### config.mk
export PLATFORM = sky130hd
export DESIGN_NAME = sys_array_result_deskew_flat
export DESIGN_NICKNAME = d
export VERILOG_FILES = /design/src/rtl/sys_array_result_deskew_pkg.sv /design/src/rtl/sys_array_result_deskew_if.sv /design/src/rtl/sys_array_skew_delay.sv /design/src/rtl/sys_array_result_deskew.sv /design/src/flat_wrapper.sv
export SDC_FILE = /design/constraint.sdc
export NUM_CORES = 1
export LEC_CHECK = 0
export CAP_MARGIN = 40
export CORE_MARGIN = 10
export CORE_UTILIZATION = 45
export DETAILED_ROUTE_END_ITERATION = 6
export PLACE_DENSITY = 0.75
export SLEW_MARGIN = 15
export SYNTH_ARGS = -nofsm -noshare
export SYNTH_HDL_FRONTEND = slang
export SYNTH_SLANG_ARGS = --single-unit
### constraint.sdc
create_clock -name clk -period 8.9 [get_ports clk]
set_input_delay 1.335 -clock clk [delete_from_list [all_inputs] [get_ports clk]]
set_output_delay 1.335 -clock clk [all_outputs]
set_load 0.005 [all_outputs]
### src/rtl/sys_array_result_deskew_pkg.sv
`default_nettype none
// +----------------------------------------------------------------------------+
// | Package : sys_array_pkg                                                    |
// | Shared psum widths and row-packing helpers for the systolic array blocks.  |
// | Revision: 1.0                                                              |
// +----------------------------------------------------------------------------+
package sys_array_pkg;

    localparam int DEF_DATA_WIDTH = 8;
    localparam int ACC_WIDTH      = 2 * DEF_DATA_WIDTH;

    typedef logic signed [ACC_WIDTH-1:0] psum_t;

    function automatic int acc_width(input int data_width);
        return 2 * data_width;
    endfunction

    function automatic int row_width(input int array_w, input int data_width);
        return array_w * acc_width(data_width);
    endfunction

endpackage
`default_nettype wire

### src/rtl/sys_array_result_deskew_if.sv
`default_nettype none
// +----------------------------------------------------------------------------+
// | Interface : sys_array_result_deskew_if                                     |
// | Bottom-row psum input and aligned-row FIFO output of the deskew block.     |
// | Revision  : 1.0                                                            |
// +----------------------------------------------------------------------------+
interface sys_array_result_deskew_if
    import sys_array_pkg::*;
#(
    parameter int DATA_WIDTH = DEF_DATA_WIDTH,
    parameter int ARRAY_W    = 4,
    parameter int FIFO_DEPTH = 8
);
    localparam int ROW_W = row_width(ARRAY_W, DATA_WIDTH);
    localparam int CNT_W = $clog2(FIFO_DEPTH) + 1;

    logic             in_valid;
    logic [ROW_W-1:0] in_data;
    logic             out_valid;
    logic             out_ready;
    logic [ROW_W-1:0] out_data;
    logic [CNT_W-1:0] fifo_count;
    logic             almost_full;
    logic             overflow;

    modport master (
        output in_valid, in_data, out_ready,
        input  out_valid, out_data, fifo_count, almost_full, overflow
    );

    modport slave (
        input  in_valid, in_data, out_ready,
        output out_valid, out_data, fifo_count, almost_full, overflow
    );

endinterface
`default_nettype wire

### src/rtl/sys_array_skew_delay.sv
`default_nettype none
// +----------------------------------------------------------------------------+
// | Module  : sys_array_skew_delay                                             |
// | DEPTH-stage shift register with synchronous reset; DEPTH=0 is a wire.      |
// | Revision: 1.0                                                              |
// +----------------------------------------------------------------------------+
module sys_array_skew_delay #(
    parameter int WIDTH = 16,
    parameter int DEPTH = 1
) (
    input  wire logic             clk,
    input  wire logic             reset,
    input  wire logic [WIDTH-1:0] d_i,
    output logic      [WIDTH-1:0] q_o
);

    if (DEPTH == 0) begin : g_wire
        logic w_unused;
        assign w_unused = clk ^ reset;
        assign q_o      = d_i;
    end else begin : g_pipe
        logic [WIDTH-1:0] stage_q [DEPTH];

        always_ff @(posedge clk) begin
            if (reset) begin
                for (int i = 0; i < DEPTH; i++) begin
                    stage_q[i] <= '0;
                end
            end else begin
                stage_q[0] <= d_i;
                for (int i = 1; i < DEPTH; i++) begin
                    stage_q[i] <= stage_q[i-1];
                end
            end
        end

        assign q_o = stage_q[DEPTH-1];
    end

endmodule
`default_nettype wire

### src/rtl/sys_array_result_deskew.sv
`default_nettype none
// +----------------------------------------------------------------------------+
// | Module  : sys_array_result_deskew                                          |
// | Re-aligns skewed bottom-row psums into rows and buffers them in a FIFO.    |
// | Revision: 1.0                                                              |
// +----------------------------------------------------------------------------+
module sys_array_result_deskew
    import sys_array_pkg::*;
#(
    parameter int DATA_WIDTH = DEF_DATA_WIDTH,
    parameter int ARRAY_W    = 4,
    parameter int FIFO_DEPTH = 8
) (
    input wire logic               clk,
    input wire logic               reset,
    sys_array_result_deskew_if.slave io
);

    localparam int ACC_W = acc_width(DATA_WIDTH);
    localparam int ROW_W = row_width(ARRAY_W, DATA_WIDTH);
    localparam int PTR_W = (FIFO_DEPTH > 1) ? $clog2(FIFO_DEPTH) : 1;
    localparam int CNT_W = $clog2(FIFO_DEPTH) + 1;

    localparam logic [CNT_W-1:0] DEPTH_C  = CNT_W'(FIFO_DEPTH);
    localparam logic [CNT_W-1:0] AF_C     = CNT_W'(FIFO_DEPTH - ARRAY_W);
    localparam logic [PTR_W-1:0] LAST_PTR = PTR_W'(FIFO_DEPTH - 1);

    logic [ROW_W-1:0] w_row_data;
    logic             w_row_valid;

    // Column j arrives j cycles late, so it gets ARRAY_W-1-j stages to line up.
    for (genvar j = 0; j < ARRAY_W; j++) begin : g_col
        sys_array_skew_delay #(
            .WIDTH (ACC_W),
            .DEPTH (ARRAY_W - 1 - j)
        ) u_col_dly (
            .clk   (clk),
            .reset (reset),
            .d_i   (io.in_data[j*ACC_W +: ACC_W]),
            .q_o   (w_row_data[j*ACC_W +: ACC_W])
        );
    end

    sys_array_skew_delay #(
        .WIDTH (1),
        .DEPTH (ARRAY_W - 1)
    ) u_vld_dly (
        .clk   (clk),
        .reset (reset),
        .d_i   (io.in_valid),
        .q_o   (w_row_valid)
    );

    logic [ROW_W-1:0] mem_q [FIFO_DEPTH];
    logic [PTR_W-1:0] wr_ptr_q, wr_ptr_d;
    logic [PTR_W-1:0] rd_ptr_q, rd_ptr_d;
    logic [CNT_W-1:0] count_q, count_d;
    logic             overflow_q, overflow_d;
    logic             w_empty, w_pop, w_push;

    assign w_empty = (count_q == '0);
    assign w_pop   = !w_empty && io.out_ready;
    // A full FIFO still accepts a row when the head leaves in the same cycle.
    assign w_push  = w_row_valid && ((count_q != DEPTH_C) || w_pop);

    always_comb begin
        wr_ptr_d   = wr_ptr_q;
        rd_ptr_d   = rd_ptr_q;
        count_d    = count_q;
        overflow_d = overflow_q | (w_row_valid & ~w_push);
        if (w_push) begin
            wr_ptr_d = (wr_ptr_q == LAST_PTR) ? '0 : wr_ptr_q + PTR_W'(1);
        end
        if (w_pop) begin
            rd_ptr_d = (rd_ptr_q == LAST_PTR) ? '0 : rd_ptr_q + PTR_W'(1);
        end
        case ({w_push, w_pop})
            2'b10:   count_d = count_q + CNT_W'(1);
            2'b01:   count_d = count_q - CNT_W'(1);
            default: count_d = count_q;
        endcase
    end

    always_ff @(posedge clk) begin
        if (reset) begin
            wr_ptr_q   <= '0;
            rd_ptr_q   <= '0;
            count_q    <= '0;
            overflow_q <= 1'b0;
        end else begin
            wr_ptr_q   <= wr_ptr_d;
            rd_ptr_q   <= rd_ptr_d;
            count_q    <= count_d;
            overflow_q <= overflow_d;
        end
    end

    always_ff @(posedge clk) begin
        if (w_push) begin
            mem_q[wr_ptr_q] <= w_row_data;
        end
    end

    assign io.out_valid   = !w_empty;
    assign io.out_data    = w_empty ? '0 : mem_q[rd_ptr_q];
    assign io.fifo_count  = count_q;
    assign io.almost_full = (count_q >= AF_C);
    assign io.overflow    = overflow_q;

endmodule
`default_nettype wire

### src/flat_wrapper.sv
// flat-port wrapper written by rule: the top's interface ports become plain ports
module sys_array_result_deskew_flat import sys_array_pkg::*;
#(
    parameter int DATA_WIDTH = DEF_DATA_WIDTH,
    parameter int ARRAY_W    = 4,
    parameter int FIFO_DEPTH = 8
)
  (clk, reset, io_in_valid, io_in_data, io_out_ready, io_out_valid, io_out_data, io_fifo_count, io_almost_full, io_overflow);
  sys_array_result_deskew_if #(.DATA_WIDTH(DATA_WIDTH), .ARRAY_W(ARRAY_W), .FIFO_DEPTH(FIFO_DEPTH)) io_i ();
  input wire logic clk;
  input wire logic reset;
  input wire logic [$bits(io_i.in_valid)-1:0] io_in_valid;
  input wire logic [$bits(io_i.in_data)-1:0] io_in_data;
  input wire logic [$bits(io_i.out_ready)-1:0] io_out_ready;
  output wire logic [$bits(io_i.out_valid)-1:0] io_out_valid;
  output wire logic [$bits(io_i.out_data)-1:0] io_out_data;
  output wire logic [$bits(io_i.fifo_count)-1:0] io_fifo_count;
  output wire logic [$bits(io_i.almost_full)-1:0] io_almost_full;
  output wire logic [$bits(io_i.overflow)-1:0] io_overflow;
  assign io_i.in_valid = io_in_valid;
  assign io_i.in_data = io_in_data;
  assign io_i.out_ready = io_out_ready;
  assign io_out_valid = io_i.out_valid;
  assign io_out_data = io_i.out_data;
  assign io_fifo_count = io_i.fifo_count;
  assign io_almost_full = io_i.almost_full;
  assign io_overflow = io_i.overflow;
  sys_array_result_deskew #(.DATA_WIDTH(DATA_WIDTH), .ARRAY_W(ARRAY_W), .FIFO_DEPTH(FIFO_DEPTH)) u_core (.clk(clk), .reset(reset), .io(io_i));
endmodule
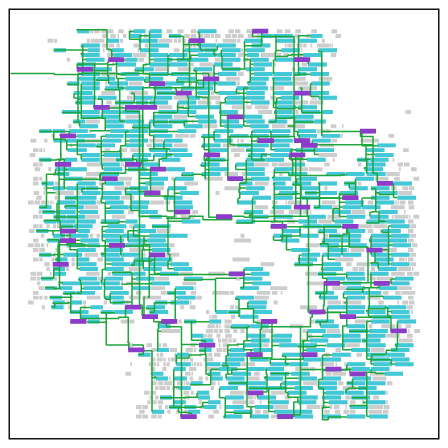
Fig. 1. Routed clock nets over the placement.
- purple: clock-net drivers (count 59)
- green: clock wires (length 6610 um)
- cyan: flip-flops (count 625)
- flops lie: all over the die
- routed clock nets: 60

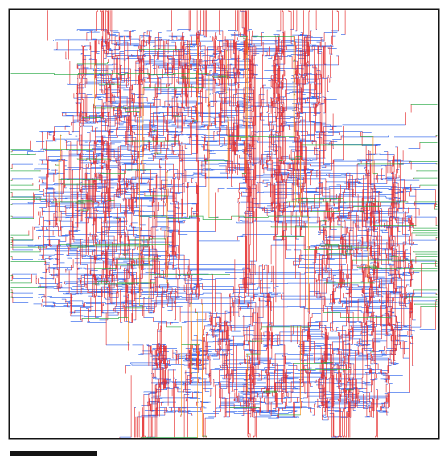
Fig. 2. Wiring by layer.
Bar = 50 um.
- red: M2 (wire length 22.5 mm)
- orange: M4 (wire length 1200 um)
- blue: M1 (wire length 18800 um)
- green: M3 (wire length 2290 um)

==> results.py <==
# Flow results
metrics = {
    "run_status": {
        "status": "finished, final reports clean",
    },
    "global_route": {
        "grt_max_degree": 56,
        "track_usage_pct": 15.0,
        "grt_use_met3_pct": 2.68,
        "met2_usage_pct": 24.8,
        "antenna_found_initial": 0,
        "grt-ovfl-total": 0,
        "gr-max-usage-layer": "met2",
        "grt_pass1_vias": 11200,
        "grt_pass1_wl_mm": 68.8,
        "use_met1_pct": 19.7,
    },
    "layout": {
        "ff_count": 625,
        "drive_gt1_share_pct": 20.4,
        "final-comb-area_um2": 4870,
        "dominant_cells": "registers",
        "non_clock_inverter_count": 2,
        "finish.utilization_pct": 54.5,
        "antenna_cells": 0,
        "n_all_buffers": 170,
        "sh_comb_area_pct": 17.9,
        "nMultiInputCombCells": 419,
        "regMostFlops": "u_core.mem_q",
        "largest_reg_flops": 512,
        "n_clock_buffer": 76,
        "signal_buffer_area_fraction_pct": 6.73,
        "clk_share_pct": 7.58,
        "syn_to_final_growth_pct": 20.1,
        "instances_no_fill": 2000,
        "final_area_um2": 27300,
        "seq_area_share_pct": 64.7,
        "nets": 1352,
        "final-seq-area_um2": 17600,
        "n_fill_cell": 3852,
    },
    "clock_network": {
        "post_cts_buffers": 0,
        "cts.clk_slew.worst_paths_ns": 0.06,
        "cts_buffer_depth": 3,
        "cts_buffers": 59,
        "cts_tree": "built",
        "clock-sinks": 625,
        "cts_htree_levels": 2,
        "post_cts_resized": 0,
        "hold_buffers": 0,
        "clk_root_buffer_cell": "clkbuf_16",
        "clk_latency_ns": 0.62,
    },
    "setup_path": {
        "critical_path_buf_inv_count": 3,
        "crit_type": "reg -> out",
        "worstPathArrival_ns": 3.63,
        "cp_cell_sequence": "buf_4 > buf_16 > mux4_2 > mux2i_1 > nor2_1 > clkdlybuf4s50_1",
        "worstSetupStartpointType": "flip-flop",
        "cpLargestDelayFamily": "buffers and inverters",
        "worstSetupEndpointType": "output pin",
        "cp_slowest_cell": "dfxtp_4",
        "worstPathRequired_ns": 7.57,
        "crit_fanout": 55,
        "cpPeakStageDelay_ns": 0.88,
    },
    "power": {
        "power_leakage_nw": 8.62,
        "p_per_area_nw_per_um2": 235,
        "vdd_drop_max_mv": 0.160,
        "total_power_mw": 6.40,
    },
    "synth": {
        "ys_cells": 1102,
        "yosysWarnings": 0,
        "ys_ff": 625,
        "syn-cell-area_um2": 22700,
        "ys_types": 34,
        "yosys-top-cells-area": "edfxtp_1, mux4_2, dfxtp_1",
        "synth-seq-area-share_pct": 77.6,
        "syn_inst": 1102,
        "fp_nets": 1177,
        "yosysTopAreaCellShare_pct": 67.7,
        "yosysTopAreaCell": "edfxtp_1",
        "syn_area_per_cell_um2": 20.6,
        "ys_area_um2": 22700,
    },
    "place": {
        "place_congestion": 0.675,
        "io_buffers": 138,
        "place_inst": 1888,
        "dpl.hpwl_mm": 25.1,
        "dpl-instance-area_um2": 25200,
        "dpl_worst_slack_ns": 4.49,
    },
    "floorplan": {
        "core_area_um2": 50100,
        "initCoreUtil_pct": 45.4,
        "fp.dieW_um": 245,
        "die_h_um": 245,
        "ios": 139,
        "tap_cells": 672,
        "die_area_um2": 59900,
        "core.rowCount": 82,
    },
    "routing": {
        "viasPerCell": 5.28,
        "ant_nets": 0,
        "wl_mm": 44.9,
        "drt_iter0_markers": 696,
        "first_pass_iters": 5,
        "drc": 0,
        "wl_per_cell_um": 22.4,
        "num_vias": 10600,
    },
    "job": {
        "warning_count": 27,
        "drv_cap": 0,
    },
    "sta": {
        "max_freq_mhz": 201,
        "worst_slack_ns": 3.93,
        "worst_pin_slew_ns": 0.833,
        "skew_ns": 0.0161,
        "setup_viol": 0,
        "whs_ns": 0.431,
        "post-route-min-period_ns": 4.97,
        "setup_tns_ns": 0,
        "grt_setup_unrepaired": "no",
        "post-route-period-util_pct": 55.8,
        "hold_violations": 0,
        "slew_viol_final": 0,
        "maxSlewHeadroom_pct": 44.5,
    },
    "hold_path": {
        "min_path_type": "reg -> reg",
    },
}
## placed cells by master, fill, tap and decap left out, types with 2 or more instances in the layout
cell	instances
edfxtp_1	512
clkdlybuf4s50_1	137
mux4_2	128
dfxtp_1	110
nor2b_1	101
nor2_1	70
mux2i_1	66
clkbuf_16	59
buf_4	21
clkbuf_1	15
bufinv_16	11
clkinv_2	11
buf_16	9
nand2_1	8
a21oi_1	7
ha_1	7
nor3_2	5
clkinv_1	5
clkinvlp_4	4
xor2_1	3
nor2_4	3
o21ai_0	3
dfxtp_4	3
buf_12	3
inv_1	2
nand2b_1	2
or3_1	2
clkinv_4	2
clkbuf_8	2
## worst paths after layout
path | start | endpoint | slack, ns | cells past startpoint
min reg2reg | u_core.g_col[0].u_col_dly.g_pipe.stage_q[0][19] | u_core.g_col[0].u_col_dly.g_pipe.stage_q[0][35] | 0.43 | 1
min | u_core.g_col[0].u_col_dly.g_pipe.stage_q[0][19] | u_core.g_col[0].u_col_dly.g_pipe.stage_q[0][35] | 0.43 | 1
max | flip-flop | io_out_data[34] | 3.93 | 6
max reg2reg | u_core.io.fifo_count[2] | u_core.io.fifo_count[3] | 5.64 | 11
## cells by family (layout without fill, tap and decap cells)
kind of cell | after synthesis | count (layout) | share of synthesized area (%)
buffers and inverters | 58 | 284 | 1.15
xor gates and xnor gates | 3 | 3 | 0.116
DFF | 625 | 625 | 77.6
muxes | 195 | 195 | 15.6
AOI/OAI and AO/OA | 13 | 13 | 0.358
adders and majority gates | 7 | 7 | 0.386
and+or+nand+nor | 201 | 201 | 4.70
## metal layers
| layer | vias up | part of all wire (%) | wire, um |
|---|---|---|---|
| met3 | 68 | 5.1 | 2290 |
| met5 | - | 0 | 0 |
| met1 | 5530 | 42 | 18800 |
| met4 | 0 | 2.7 | 1200 |
| li1 | 4686 | - | - |
| met2 | 276 | 50 | 22500 |
## cells in the mapped netlist
| master | instances |
|---|---|
| nand2_1 | 8 |
| buf_4 | 2 |
| nor4_1 | 1 |
| o21ai_4 | 1 |
| nand3_1 | 1 |
| nor2_1 | 73 |
| nor3b_1 | 1 |
| a21oi_1 | 7 |
| o31ai_1 | 1 |
| mux2_2 | 1 |
| or2_2 | 1 |
| or3_2 | 1 |
| buf_6 | 1 |
| nor2b_1 | 101 |
| or3b_2 | 1 |
| dfxtp_1 | 113 |
| mux2i_1 | 66 |
| buf_2 | 22 |
| o211ai_1 | 1 |
| xor2_1 | 3 |
| inv_1 | 2 |
| nor4bb_1 | 1 |
| clkbuf_1 | 23 |
| nor4b_1 | 1 |
| or4b_4 | 1 |
| or3_1 | 2 |
| nor3_1 | 5 |
| nand2b_1 | 2 |
| mux4_2 | 128 |
| edfxtp_1 | 512 |
| nand4b_1 | 1 |
| o21ai_0 | 3 |
| buf_1 | 8 |
| ha_1 | 7 |
## power breakdown
group / internal, mW / total (mW) / leakage [nW] / switching [mW]
logic: 0.311 / 0.553 / 2.02 / 0.242
clock network: 1.57 / 2.62 / 0.997 / 1.06
registers: 3.18 / 3.22 / 5.60 / 0.0384
Power figures rest on the tool's default switching activity, not on a simulated workload.
